### Routed metal per tile, run 1

Drawn at 3 px/µm. The die is cut into 21 by 25 equal tiles; dark blue is low, red is high, scaled to the fullest tile. Values are wire area over tile area, all layers added.
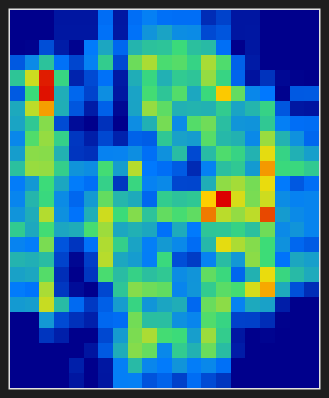
### Ports around the boundary, run 1

Drawn at 4 px/µm. Pins as bars across the die edge, other pins in gray.
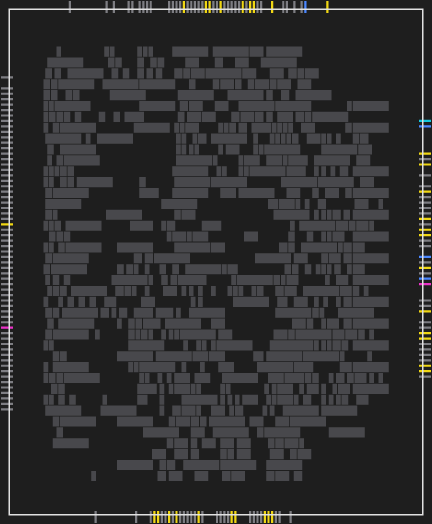
### The metal 3 layer, run 1

Drawn at 4 px/µm.
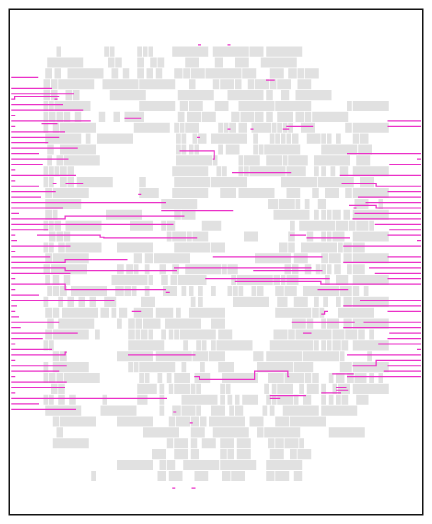
$ cat config.mk
export PLATFORM = sky130hd
export DESIGN_NAME = store_merge_unit_flat
export DESIGN_NICKNAME = d
export VERILOG_FILES = /design/src/rtl/store_merge_unit_if.sv /design/src/rtl/store_merge_unit.sv /design/src/flat_wrapper.sv
export SDC_FILE = /design/constraint.sdc
export NUM_CORES = 1
export LEC_CHECK = 0
export CORE_AREA = 8 8 95 118
export CTS_BUF_LIST = sky130_fd_sc_hd__clkbuf_8
export DETAILED_ROUTE_END_ITERATION = 8
export DIE_AREA = 0 0 103 126
export DONT_BUFFER_PORTS = 1
export GPL_ROUTABILITY_DRIVEN = 0
export PLACE_DENSITY = 0.83
export RECOVER_POWER = 100
export SETUP_SLACK_MARGIN = 0.2
export SLEW_MARGIN = 20
export SYNTH_ARGS = -nofsm -noshare
export SYNTH_HDL_FRONTEND = slang
export SYNTH_SLANG_ARGS = --single-unit
$ cat constraint.sdc
create_clock -name clk -period 6.02 [get_ports clk]
set_clock_uncertainty 0.15 [all_clocks]
set_input_delay 1.204 -clock clk [delete_from_list [all_inputs] [get_ports clk]]
set_output_delay 1.204 -clock clk [all_outputs]
set_load 0.03 [all_outputs]
$ cat src/rtl/store_merge_unit_if.sv
// Store request and word-memory bus bundle for store_merge_unit.
// The slave modport is the unit's view; master is the requester/memory side.
interface store_merge_unit_if #(
    parameter int ADDR_W = 32
);
    // Store request from the execute stage
    logic              req_valid;
    logic              req_ready;
    logic [ADDR_W-1:0] req_addr;
    logic [31:0]       req_wdata;
    logic [1:0]        req_size;

    // Word-only data memory port
    logic [ADDR_W-1:0] mem_addr;
    logic              mem_rd;
    logic [31:0]       mem_rdata;
    logic              mem_we;
    logic [31:0]       mem_wdata;

    // Status / trace
    logic [3:0]        be;
    logic              done;
    logic              err;

    modport slave (
        input  req_valid, req_addr, req_wdata, req_size, mem_rdata,
        output req_ready, mem_addr, mem_rd, mem_we, mem_wdata, be, done, err
    );

    modport master (
        output req_valid, req_addr, req_wdata, req_size, mem_rdata,
        input  req_ready, mem_addr, mem_rd, mem_we, mem_wdata, be, done, err
    );
endinterface

$ cat src/rtl/store_merge_unit.sv
// Store merge unit: narrows rt to byte/halfword/word and commits it to a
// word-only memory. Word stores write directly; sub-word stores do a
// read-modify-write with a fixed memory read latency of MEM_LAT cycles.
module store_merge_unit #(
    parameter int MEM_LAT = 1,   // 1..4
    parameter int ADDR_W  = 32
) (
    input  logic                clk,
    input  logic                reset,
    store_merge_unit_if.slave   bus
);

    typedef enum logic [2:0] {
        S_IDLE,
        S_RD,
        S_WAIT,
        S_WR,
        S_DONE,
        S_ERR
    } state_t;

    localparam logic [1:0] SZ_B = 2'b00;
    localparam logic [1:0] SZ_H = 2'b01;
    localparam logic [1:0] SZ_W = 2'b10;

    // Last value of the wait counter; WAIT spans MEM_LAT cycles.
    localparam logic [1:0] LAT_LAST = 2'(MEM_LAT - 1);

    state_t            state_q;
    logic [1:0]        lat_cnt_q;
    logic [1:0]        off_q;
    logic [1:0]        size_q;
    logic [31:0]       wdata_q;
    logic [ADDR_W-1:0] mem_addr_q;
    logic              mem_rd_q;
    logic              mem_we_q;
    logic [31:0]       mem_wdata_q;
    logic [3:0]        be_q;
    logic              done_q;
    logic              err_q;

    logic              req_bad;
    logic [ADDR_W-1:0] req_word_addr;
    logic [3:0]        lanes_d;
    logic [31:0]       merged_d;

    // Byte lanes touched by a store of the given size at the given offset.
    function automatic logic [3:0] lane_mask(input logic [1:0] size, input logic [1:0] off);
        case (size)
            SZ_B:    lane_mask = 4'b0001 << off;
            SZ_H:    lane_mask = off[1] ? 4'b1100 : 4'b0011;
            default: lane_mask = 4'b1111;
        endcase
    endfunction

    // Replicate the store data across lanes, then take each enabled lane from
    // it and every other lane from the old memory word (little-endian).
    function automatic logic [31:0] merge_word(input logic [31:0] old_word,
                                               input logic [31:0] wdata,
                                               input logic [1:0]  size,
                                               input logic [3:0]  lanes);
        logic [31:0] placed;
        case (size)
            SZ_B:    placed = {4{wdata[7:0]}};
            SZ_H:    placed = {2{wdata[15:0]}};
            default: placed = wdata;
        endcase
        for (int i = 0; i < 4; i++) begin
            merge_word[8*i +: 8] = lanes[i] ? placed[8*i +: 8] : old_word[8*i +: 8];
        end
    endfunction

    // Request decode and merge datapath from captured fields.
    always_comb begin
        // NOTE: every always_comb output gets a default first so no path can infer a latch.
        req_bad       = 1'b0;
        req_word_addr = {bus.req_addr[ADDR_W-1:2], 2'b00};
        case (bus.req_size)
            SZ_H:    req_bad = bus.req_addr[0];
            SZ_W:    req_bad = (bus.req_addr[1:0] != 2'b00);
            SZ_B:    req_bad = 1'b0;
            default: req_bad = 1'b1;
        endcase
        lanes_d  = lane_mask(size_q, off_q);
        merged_d = merge_word(bus.mem_rdata, wdata_q, size_q, lanes_d);
    end

    // Sequencing FSM with registered strobes; pulses default low each cycle.
    always_ff @(posedge clk or posedge reset) begin
        if (reset) begin
            state_q     <= S_IDLE;
            lat_cnt_q   <= '0;
            off_q       <= '0;
            size_q      <= '0;
            wdata_q     <= '0;
            mem_addr_q  <= '0;
            mem_rd_q    <= 1'b0;
            mem_we_q    <= 1'b0;
            mem_wdata_q <= '0;
            be_q        <= '0;
            done_q      <= 1'b0;
            err_q       <= 1'b0;
        end else begin
            // NOTE: non-blocking assignments so every register sees pre-edge values.
            mem_rd_q <= 1'b0;
            mem_we_q <= 1'b0;
            be_q     <= '0;
            done_q   <= 1'b0;
            err_q    <= 1'b0;
            case (state_q)
                S_IDLE: begin
                    if (bus.req_valid) begin
                        off_q   <= bus.req_addr[1:0];
                        size_q  <= bus.req_size;
                        wdata_q <= bus.req_wdata;
                        if (req_bad) begin
                            state_q <= S_ERR;
                            err_q   <= 1'b1;
                        end else if (bus.req_size == SZ_W) begin
                            // Whole word: no read needed, write straight away.
                            state_q     <= S_WR;
                            mem_addr_q  <= req_word_addr;
                            mem_we_q    <= 1'b1;
                            mem_wdata_q <= bus.req_wdata;
                            be_q        <= 4'b1111;
                        end else begin
                            state_q    <= S_RD;
                            mem_addr_q <= req_word_addr;
                            mem_rd_q   <= 1'b1;
                        end
                    end
                end
                S_RD: begin
                    state_q   <= S_WAIT;
                    lat_cnt_q <= '0;
                end
                S_WAIT: begin
                    if (lat_cnt_q == LAT_LAST) begin
                        // Read data is valid in this last WAIT cycle.
                        state_q     <= S_WR;
                        lat_cnt_q   <= '0;
                        mem_we_q    <= 1'b1;
                        mem_wdata_q <= merged_d;
                        be_q        <= lanes_d;
                    end else begin
                        lat_cnt_q <= lat_cnt_q + 2'd1;
                    end
                end
                S_WR: begin
                    state_q     <= S_DONE;
                    done_q      <= 1'b1;
                    mem_addr_q  <= '0;
                    mem_wdata_q <= '0;
                end
                S_DONE:  state_q <= S_IDLE;
                S_ERR:   state_q <= S_IDLE;
                default: state_q <= S_IDLE;
            endcase
        end
    end

    assign bus.req_ready = (state_q == S_IDLE) && !reset;
    assign bus.mem_addr  = mem_addr_q;
    assign bus.mem_rd    = mem_rd_q;
    assign bus.mem_we    = mem_we_q;
    assign bus.mem_wdata = mem_wdata_q;
    assign bus.be        = be_q;
    assign bus.done      = done_q;
    assign bus.err       = err_q;

endmodule

$ cat src/flat_wrapper.sv
// flat-port wrapper written by rule: the top's interface ports become plain ports
module store_merge_unit_flat 
#(
    parameter int MEM_LAT = 1,          
    parameter int ADDR_W  = 32
)
  (clk, reset, bus_req_valid, bus_req_addr, bus_req_wdata, bus_req_size, bus_mem_rdata, bus_req_ready, bus_mem_addr, bus_mem_rd, bus_mem_we, bus_mem_wdata, bus_be, bus_done, bus_err);
  store_merge_unit_if #(.ADDR_W(ADDR_W)) bus_i ();
  input  logic clk;
  input  logic reset;
  input wire logic [$bits(bus_i.req_valid)-1:0] bus_req_valid;
  input wire logic [$bits(bus_i.req_addr)-1:0] bus_req_addr;
  input wire logic [$bits(bus_i.req_wdata)-1:0] bus_req_wdata;
  input wire logic [$bits(bus_i.req_size)-1:0] bus_req_size;
  input wire logic [$bits(bus_i.mem_rdata)-1:0] bus_mem_rdata;
  output wire logic [$bits(bus_i.req_ready)-1:0] bus_req_ready;
  output wire logic [$bits(bus_i.mem_addr)-1:0] bus_mem_addr;
  output wire logic [$bits(bus_i.mem_rd)-1:0] bus_mem_rd;
  output wire logic [$bits(bus_i.mem_we)-1:0] bus_mem_we;
  output wire logic [$bits(bus_i.mem_wdata)-1:0] bus_mem_wdata;
  output wire logic [$bits(bus_i.be)-1:0] bus_be;
  output wire logic [$bits(bus_i.done)-1:0] bus_done;
  output wire logic [$bits(bus_i.err)-1:0] bus_err;
  assign bus_i.req_valid = bus_req_valid;
  assign bus_i.req_addr = bus_req_addr;
  assign bus_i.req_wdata = bus_req_wdata;
  assign bus_i.req_size = bus_req_size;
  assign bus_i.mem_rdata = bus_mem_rdata;
  assign bus_req_ready = bus_i.req_ready;
  assign bus_mem_addr = bus_i.mem_addr;
  assign bus_mem_rd = bus_i.mem_rd;
  assign bus_mem_we = bus_i.mem_we;
  assign bus_mem_wdata = bus_i.mem_wdata;
  assign bus_be = bus_i.be;
  assign bus_done = bus_i.done;
  assign bus_err = bus_i.err;
  store_merge_unit #(.MEM_LAT(MEM_LAT), .ADDR_W(ADDR_W)) u_core (.clk(clk), .reset(reset), .bus(bus_i));
endmodule
==> out/metrics.json, run 1 <==
{
  "status": {"value": "complete, but fails checks"},
  "violations": {"value": "max-capacitance violations, max-slew violations"},
  "postLayoutCoreUtil": {"value": 59.8, "unit": "%"},
  "warning_count": {"value": 27},
  "antenna_cells": {"value": 0},
  "worstMarginPinSlew": {"value": 2.33, "unit": "ns"},
  "synthCells": {"value": 575},
  "post-layout-total-power": {"value": 3.51, "unit": "mW"},
  "p_per_area": {"value": 623, "unit": "nW/µm²"},
  "post-route-worst-setup-slack": {"value": 1.78, "unit": "ns"},
  "time_the_worst_path_needs_with_i_o_delays_and_setup": {"value": 4.24, "unit": "ns"},
  "vdd_drop_max": {"value": 326, "unit": "µV"},
  "ys_sh_simple": {"value": 18.2, "unit": "%"},
  "place_ws": {"value": 2.26, "unit": "ns"},
  "placedCellCount": {"value": 668},
  "ys_warn_count": {"value": 0},
  "worst_ep_required_time": {"value": 6.12, "unit": "ns"},
  "maxSlewHeadroom": {"value": -56.4, "unit": "%"},
  "floorplan.die.width": {"value": 103, "unit": "µm"},
  "gr-usage-all-layers": {"value": 21.6, "unit": "%"},
  "finalHoldViolations": {"value": 0},
  "first_global_vias": {"value": 4187},
  "final.fill_count": {"value": 846},
  "yosys_cells": {"value": 575},
  "design.final.nets": {"value": 657},
  "cp-startpoint": {"value": "bus_req_valid"},
  "timing.critical_path.fanout_max": {"value": 38},
  "drc": {"value": 0},
  "cts_num_sinks": {"value": 111},
  "drv_cap": {"value": 4},
  "firstDrtPassIters": {"value": 4},
  "final-instance-count-excl-fill": {"value": 683},
  "numCtsBuffers": {"value": 9},
  "cts_max_path_buffers": {"value": 2},
  "wl_per_cell": {"value": 20.2, "unit": "µm"},
  "cts_tree": {"value": "built"},
  "seq_share_synth": {"value": 51.2, "unit": "%"},
  "worstSkewPairLatency": {"value": 0.37, "unit": "ns"},
  "fmax": {"value": 0.236, "unit": "GHz"},
  "hold_path_startpoint": {"value": "u_core.wdata_q[21]$_DFFE_PP0P_"},
  "endpoint_of_the_worst_hold_timing_path": {"value": "u_core.wdata_q[21]$_DFFE_PP0P_"},
  "crit_type": {"value": "in2reg"},
  "power_leakage": {"value": 2.72, "unit": "nW"},
  "min_path_type": {"value": "reg2reg"},
  "critical_path.endpoint": {"value": "u_core.bus.mem_wdata[1]$_DFFE_PP0P_"},
  "io_buffers": {"value": 0},
  "antenna_violations_before_repair": {"value": 0},
  "chip_area": {"value": 13000, "unit": "µm²"},
  "final_wl": {"value": 13800, "unit": "µm"},
  "hold-path-cell-count": {"value": 2},
  "most_instantiated_logic_cell_after_routing": {"value": "sky130_fd_sc_hd__nand2_1"},
  "synth_flop_count": {"value": 111},
  "layout_worst_path_cycle_share": {"value": 70.4, "unit": "%"},
  "floorplan.rows": {"value": 40},
  "core_area": {"value": 9410, "unit": "µm²"},
  "worstSetupStartpointType": {"value": "primary input"},
  "final_cell_mix": {"value": "sky130_fd_sc_hd__nand2_1 (114), sky130_fd_sc_hd__dfrtp_1 (111), sky130_fd_sc_hd__o21ai_0 (60)"},
  "number_of_setup_buffers_added_after_cts": {"value": 0},
  "xor_area_share": {"value": 0, "unit": "%"},
  "drive_above_1_share": {"value": 7.18, "unit": "%"},
  "grt_start_max_net_pins": {"value": 61},
  "htreeDepth": {"value": 3},
  "first_iter_violations": {"value": 235},
  "synthesis.area": {"value": 5420, "unit": "µm²"},
  "floorplan.core_util": {"value": 57.6, "unit": "%"},
  "number_of_max_slew_violations_in_the_final_report": {"value": 165},
  "r2r-end": {"value": "u_core.bus.mem_wdata[1]$_DFFE_PP0P_"},
  "count_of_cell_types_in_the_netlist": {"value": 31},
  "globalRoute.totalOverflow": {"value": 0},
  "area_reported_by_yosys_stat": {"value": 5420, "unit": "µm²"},
  "flow.area_growth_from_synthesis": {"value": 3.81, "unit": "%"},
  "holdWs": {"value": 0.333, "unit": "ns"},
  "die-height": {"value": 126, "unit": "µm"},
  "adder_share": {"value": 0.461, "unit": "%"},
  "antenna_left": {"value": 0},
  "placedInstanceArea": {"value": 5480, "unit": "µm²"},
  "synth_compound_gate_area_share": {"value": 9.80, "unit": "%"},
  "worst_ep_arrival_time": {"value": 4.33, "unit": "ns"},
  "cts_hold_repair.buffers": {"value": 0},
  "grt_pass1_wl": {"value": 21700, "unit": "µm"},
  "postSynthAreaPerCell": {"value": 9.43, "unit": "µm²"}
}
Back to the opening pictures, 'Routed metal per tile':
emptiest ninth of the die: lower left
nearly empty tiles: 16%
fullest tile: 0.60
mean over tiles: 0.18
tiles over half the peak: 18%

Back to the opening pictures, 'Ports around the boundary':
legend:
  cyan:
    port: bus_mem_we
    pins: 1
    direction: output
    edge: right
  magenta:
    port: bus_req_size
    pins: 2
    direction: input
    edge: 1 right, 1 left
  blue:
    port: bus_be
    pins: 4
    direction: output
    edge: 3 right, 1 top
  yellow:
    port: bus_mem_wdata
    pins: 32
    direction: output
    edge: 12 right, 10 bottom, 9 top, 1 left
all pins by edge: 61 left, 42 top, 38 right, 33 bottom

Back to the opening pictures, 'The metal 3 layer':
longest straight run: 40.2 µm
nets with wire on the layer: 122

run 1: layout make-up:
cell class | instances | area, µm² | area share [%]
clock buffer | 10 | 138 | 2.44
sequential | 111 | 2780 | 49.3
tap | 126 | 158 | 2.80
inverter | 44 | 166 | 2.96
timing repair buffer | 9 | 46.3 | 0.822
multi-input combinational | 379 | 2300 | 40.8
clock inverter | 4 | 47.5 | 0.844
run 1: Yosys cell counts (all sizes together):
library cell,number,area [µm²]
o22ai,1,20.0
nor3,10,50.1
conb,1,3.75
o221ai,8,70.1
ha,2,25.0
nor4,1,6.26
nor2,7,26.3
or2,2,12.5
nand2,114,428
clkbuf,25,93.8
and2,25,156
nand2b,3,18.8
o21ai,63,315
nor4b,1,15.0
or4b,2,23.8
inv,44,165
nor2b,8,50.1
buf,17,98.8
mux2,16,180
nand3,40,200
mux2i,56,561
dfrtp,111,2780
a21o,1,7.51
a21oi,9,48.8
a221oi,8,70.1
run 1: layer usage:
metal	track usage [%]	share of wire (%)	up-vias
li1	-	-	1870
met1	23.0	35	1958
met2	36.5	51	171
met3	9.10	11	26
met4	8.37	2.2	0
met5	0	0	-
run 1: where the power goes:
part	total, mW	internal [mW]	switching [mW]
registers	1.84	1.09	0.749
clock network	0.439	0.198	0.241
logic	1.23	0.525	0.707
run 1: worst max-delay path, stage by stage:
cell,delay (ns)
sky130_fd_sc_hd__or4b_1,1.01
sky130_fd_sc_hd__o22ai_4,1.03
sky130_fd_sc_hd__clkbuf_1,0.71
sky130_fd_sc_hd__mux2i_1,0.27
sky130_fd_sc_hd__o21ai_0,0.11
run 1: logic make-up (layout without fill, tap and decap cells):
family,Yosys count,after routing
muxes,72,72
and+or+nand+nor,213,213
adders and majority gates,2,2
DFF,111,111
AOI/OAI and AO/OA,90,90
buffers and inverters,86,67
other,1,2
### Routing congestion, run 1

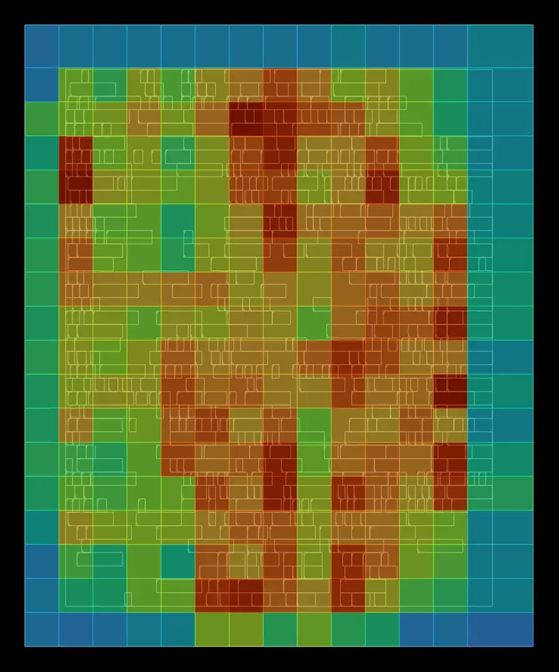

## Run 2: what changed since run 1
- PLACE_DENSITY: 0.83 -> 0.86
- clock period: 6.02 -> 3.45 ns (I/O delays scaled with it)
### Routing congestion, run 2

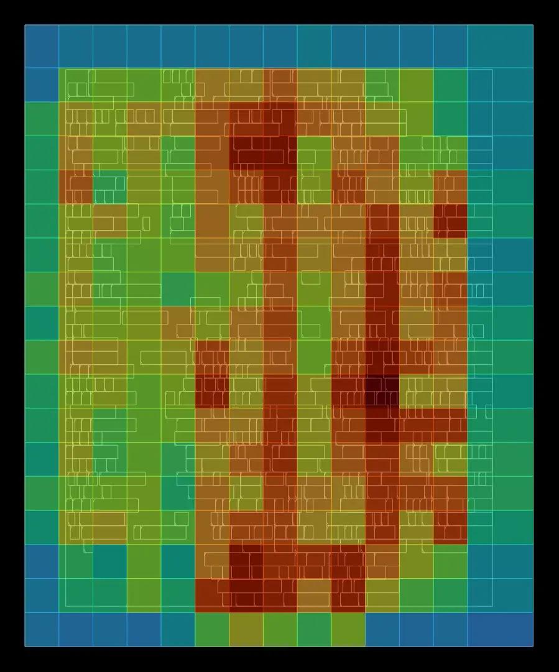
Post-Route Utilization: 60.3%
met1 capacity usage during global routing: 23.4%

==> out/metrics.json, run 2 <==
{
  "postSynthAreaPerCell": {"value": 9.43, "unit": "µm²", "change": "unchanged"},
  "intPower": {"value": 3.11, "unit": "mW", "change": "+72%"},
  "timing.critical_path.fanout_max": {"value": 38, "change": "unchanged"},
  "die-height": {"value": 126, "unit": "µm", "change": "unchanged"},
  "drc": {"value": 0, "change": "unchanged"},
  "status": {"value": "complete, but fails checks"},
  "sh_comb_area": {"value": 40.6, "unit": "%", "change": "-0.22 points"},
  "fmax": {"value": 0.339, "unit": "GHz"},
  "synthCells": {"value": 575, "change": "unchanged"},
  "violations": {"value": "max-capacitance violations, max-slew violations"},
  "part_of_the_total_power_dissipated_in_combinational_logic": {"value": 35.9, "unit": "%", "change": "+0.8 points"},
  "grt_pass1_wl": {"value": 22000, "unit": "µm", "change": "+1.4%"},
  "most_instantiated_logic_cell_after_routing": {"value": "sky130_fd_sc_hd__nand2_1"},
  "number_of_max_slew_violations_in_the_final_report": {"value": 32, "change": "-81%"},
  "area_reported_by_yosys_stat": {"value": 5420, "unit": "µm²", "change": "unchanged"},
  "hold-path-cell-count": {"value": 2, "change": "unchanged"},
  "flow.area_growth_from_synthesis": {"value": 4.66, "unit": "%"},
  "io_buffers": {"value": 0, "change": "unchanged"},
  "seq_share": {"value": 48.9, "unit": "%", "change": "-0.40 points"},
  "switching_share": {"value": 49.2, "unit": "%", "change": "+0.82 points"},
  "worstSetupStartpointType": {"value": "register"},
  "place_ws": {"value": 0.797, "unit": "ns", "change": "-1.46 ns"},
  "power_leakage": {"value": 2.75, "unit": "nW", "change": "+1.1%"},
  "power_frac_seq": {"value": 52.4, "unit": "%", "change": "about the same"},
  "power.clock.total": {"value": 0.720, "unit": "mW", "change": "+64%"},
  "xor_area_share": {"value": 0, "unit": "%", "change": "unchanged"},
  "p_per_area": {"value": 1080, "unit": "nW/µm²", "change": "+73%"},
  "placedInstanceArea": {"value": 5510, "unit": "µm²", "change": "+0.64%"},
  "warning_count": {"value": 27, "change": "unchanged"},
  "area_share_nonclk_buffers": {"value": 1.70, "unit": "%", "change": "+0.87 points"},
  "worstSkewPairLatency": {"value": 0.38, "unit": "ns", "change": "about the same"},
  "edf_count": {"value": 0, "change": "unchanged"},
  "critical_path.cell_chain": {"value": "or4b_4 > o22ai_4 > clkbuf_1 > mux2i_1 > o21ai_0"},
  "largest_area_cell": {"value": "sky130_fd_sc_hd__dfrtp_1"},
  "worstMarginPinSlew": {"value": 1.65, "unit": "ns", "change": "-0.680 ns"},
  "cts_hold_repair.buffers": {"value": 0, "change": "unchanged"},
  "grt_start_max_net_pins": {"value": 80, "change": "+31%"},
  "time_the_worst_path_needs_with_i_o_delays_and_setup": {"value": 2.95, "unit": "ns"},
  "firstDrtPassIters": {"value": 5, "change": "+1"},
  "maxSlewHeadroom": {"value": -10.2, "unit": "%", "change": "+46 points"},
  "floorplan.rows": {"value": 40, "change": "unchanged"},
  "floorplan.die.width": {"value": 103, "unit": "µm", "change": "unchanged"},
  "powerSeq": {"value": 3.21, "unit": "mW", "change": "+74%"},
  "post-route-worst-setup-slack": {"value": 0.500, "unit": "ns", "change": "-1.28 ns"},
  "multiInputCombCellCount": {"value": 379, "change": "unchanged"},
  "leading_cell_types_by_total_area_after_synthesis": {"value": "sky130_fd_sc_hd__dfrtp_1 (51%), sky130_fd_sc_hd__mux2i_1 (10%), sky130_fd_sc_hd__nand2_1 (7.9%)"},
  "slowest_stage": {"value": "sky130_fd_sc_hd__or4b_4"},
  "drv_cap": {"value": 1, "change": "-3"},
  "final_cell_mix": {"value": "sky130_fd_sc_hd__nand2_1 (114), sky130_fd_sc_hd__dfrtp_1 (111), sky130_fd_sc_hd__o21ai_0 (59)"},
  "antenna_violations_before_repair": {"value": 0, "change": "unchanged"},
  "synthArstFlopShare": {"value": 100, "unit": "%", "change": "unchanged"},
  "yosys_cells": {"value": 575, "change": "unchanged"},
  "crit_type": {"value": "reg2reg"},
  "commonest_cells_in_the_synthesized_netlist": {"value": "sky130_fd_sc_hd__nand2_1 (114), sky130_fd_sc_hd__dfrtp_1 (111), sky130_fd_sc_hd__mux2i_1 (56)"},
  "min_path_type": {"value": "in2reg"},
  "gr-usage-all-layers": {"value": 22.1, "unit": "%", "change": "+0.45 points"},
  "htreeDepth": {"value": 3, "change": "unchanged"},
  "design.final.nets": {"value": 659, "change": "+0.30%"},
  "globalRoute.totalOverflow": {"value": 0, "change": "unchanged"},
  "drive_above_1_share": {"value": 8.56, "unit": "%", "change": "+1.4 points"},
  "number_of_flip_flops_and_latches": {"value": 111, "change": "unchanged"},
  "seq_share_synth": {"value": 51.2, "unit": "%", "change": "unchanged"},
  "synth_flop_count": {"value": 111, "change": "unchanged"},
  "worst_ep_required_time": {"value": 3.56, "unit": "ns", "change": "-2.56 ns"},
  "synthesis.area": {"value": 5420, "unit": "µm²", "change": "unchanged"}
}
[run 2: cell types whose count changed in the layout (fill, tap and decap cells not counted), sizes merged]
cell | previous run | this run
inv | 43 | 44
clkinvlp | 2 | 3
clkinv | 2 | 3
bufinv | 1 | 0
buf | 3 | 8
clkbuf | 16 | 13
[run 2: routing by layer]
layer	routed length (µm)	GRT usage, %	vias to the layer above	part of all wire [%]
met5	0	0	-	0
met4	521	11.8	0	3.7
met3	1490	8.43	40	11
met2	7070	36.6	174	50
met1	5040	23.4	1958	36
li1	-	-	1866	-
[run 2: stage by stage]
stage	utilization, %	hold slack, ns	total power [mW]
2_1_floorplan	-	0.290	4.88
3_3_place_gp	58.6	0.305	5.34
3_5_place_dp	58.6	0.312	5.50
4_1_cts	60.4	0.129	6.22
5_1_grt	60.3	0.248	6.52
6_report	60.3	0.257	6.13
[run 2: final timing paths]
path / from / slack [ns] / end
worst min-delay path: bus_req_wdata[18] / 0.26 / u_core.wdata_q[18]$_DFFE_PP0P_
worst max-delay path: u_core.state_q[0]$_DFFE_PP0P_ / 0.50 / u_core.bus.mem_wdata[0]$_DFFE_PP0P_
min in group asynchronous: reset / 0.34 / u_core.bus.mem_addr[26]$_DFFE_PP0P_
worst max register to register: u_core.state_q[0]$_DFFE_PP0P_ / 0.50 / u_core.bus.mem_wdata[0]$_DFFE_PP0P_
max in group asynchronous: reset / 1.06 / u_core.state_q[0]$_DFFE_PP0P_
worst min register to register: u_core.wdata_q[20]$_DFFE_PP0P_ / 0.33 / u_core.wdata_q[20]$_DFFE_PP0P_
[run 2: worst max-delay path, delay by kind of cell, from the launching register on]
kind | cells | cell delay [ns]
AND/OR/NAND/NOR | 1 | 0.80
buffers and inverters | 1 | 0.74
flip-flops | 1 | 0.50
AND-OR/OR-AND | 2 | 0.36
multiplexers | 1 | 0.26
No activity file was given, so power comes from the tool's default toggle rates.
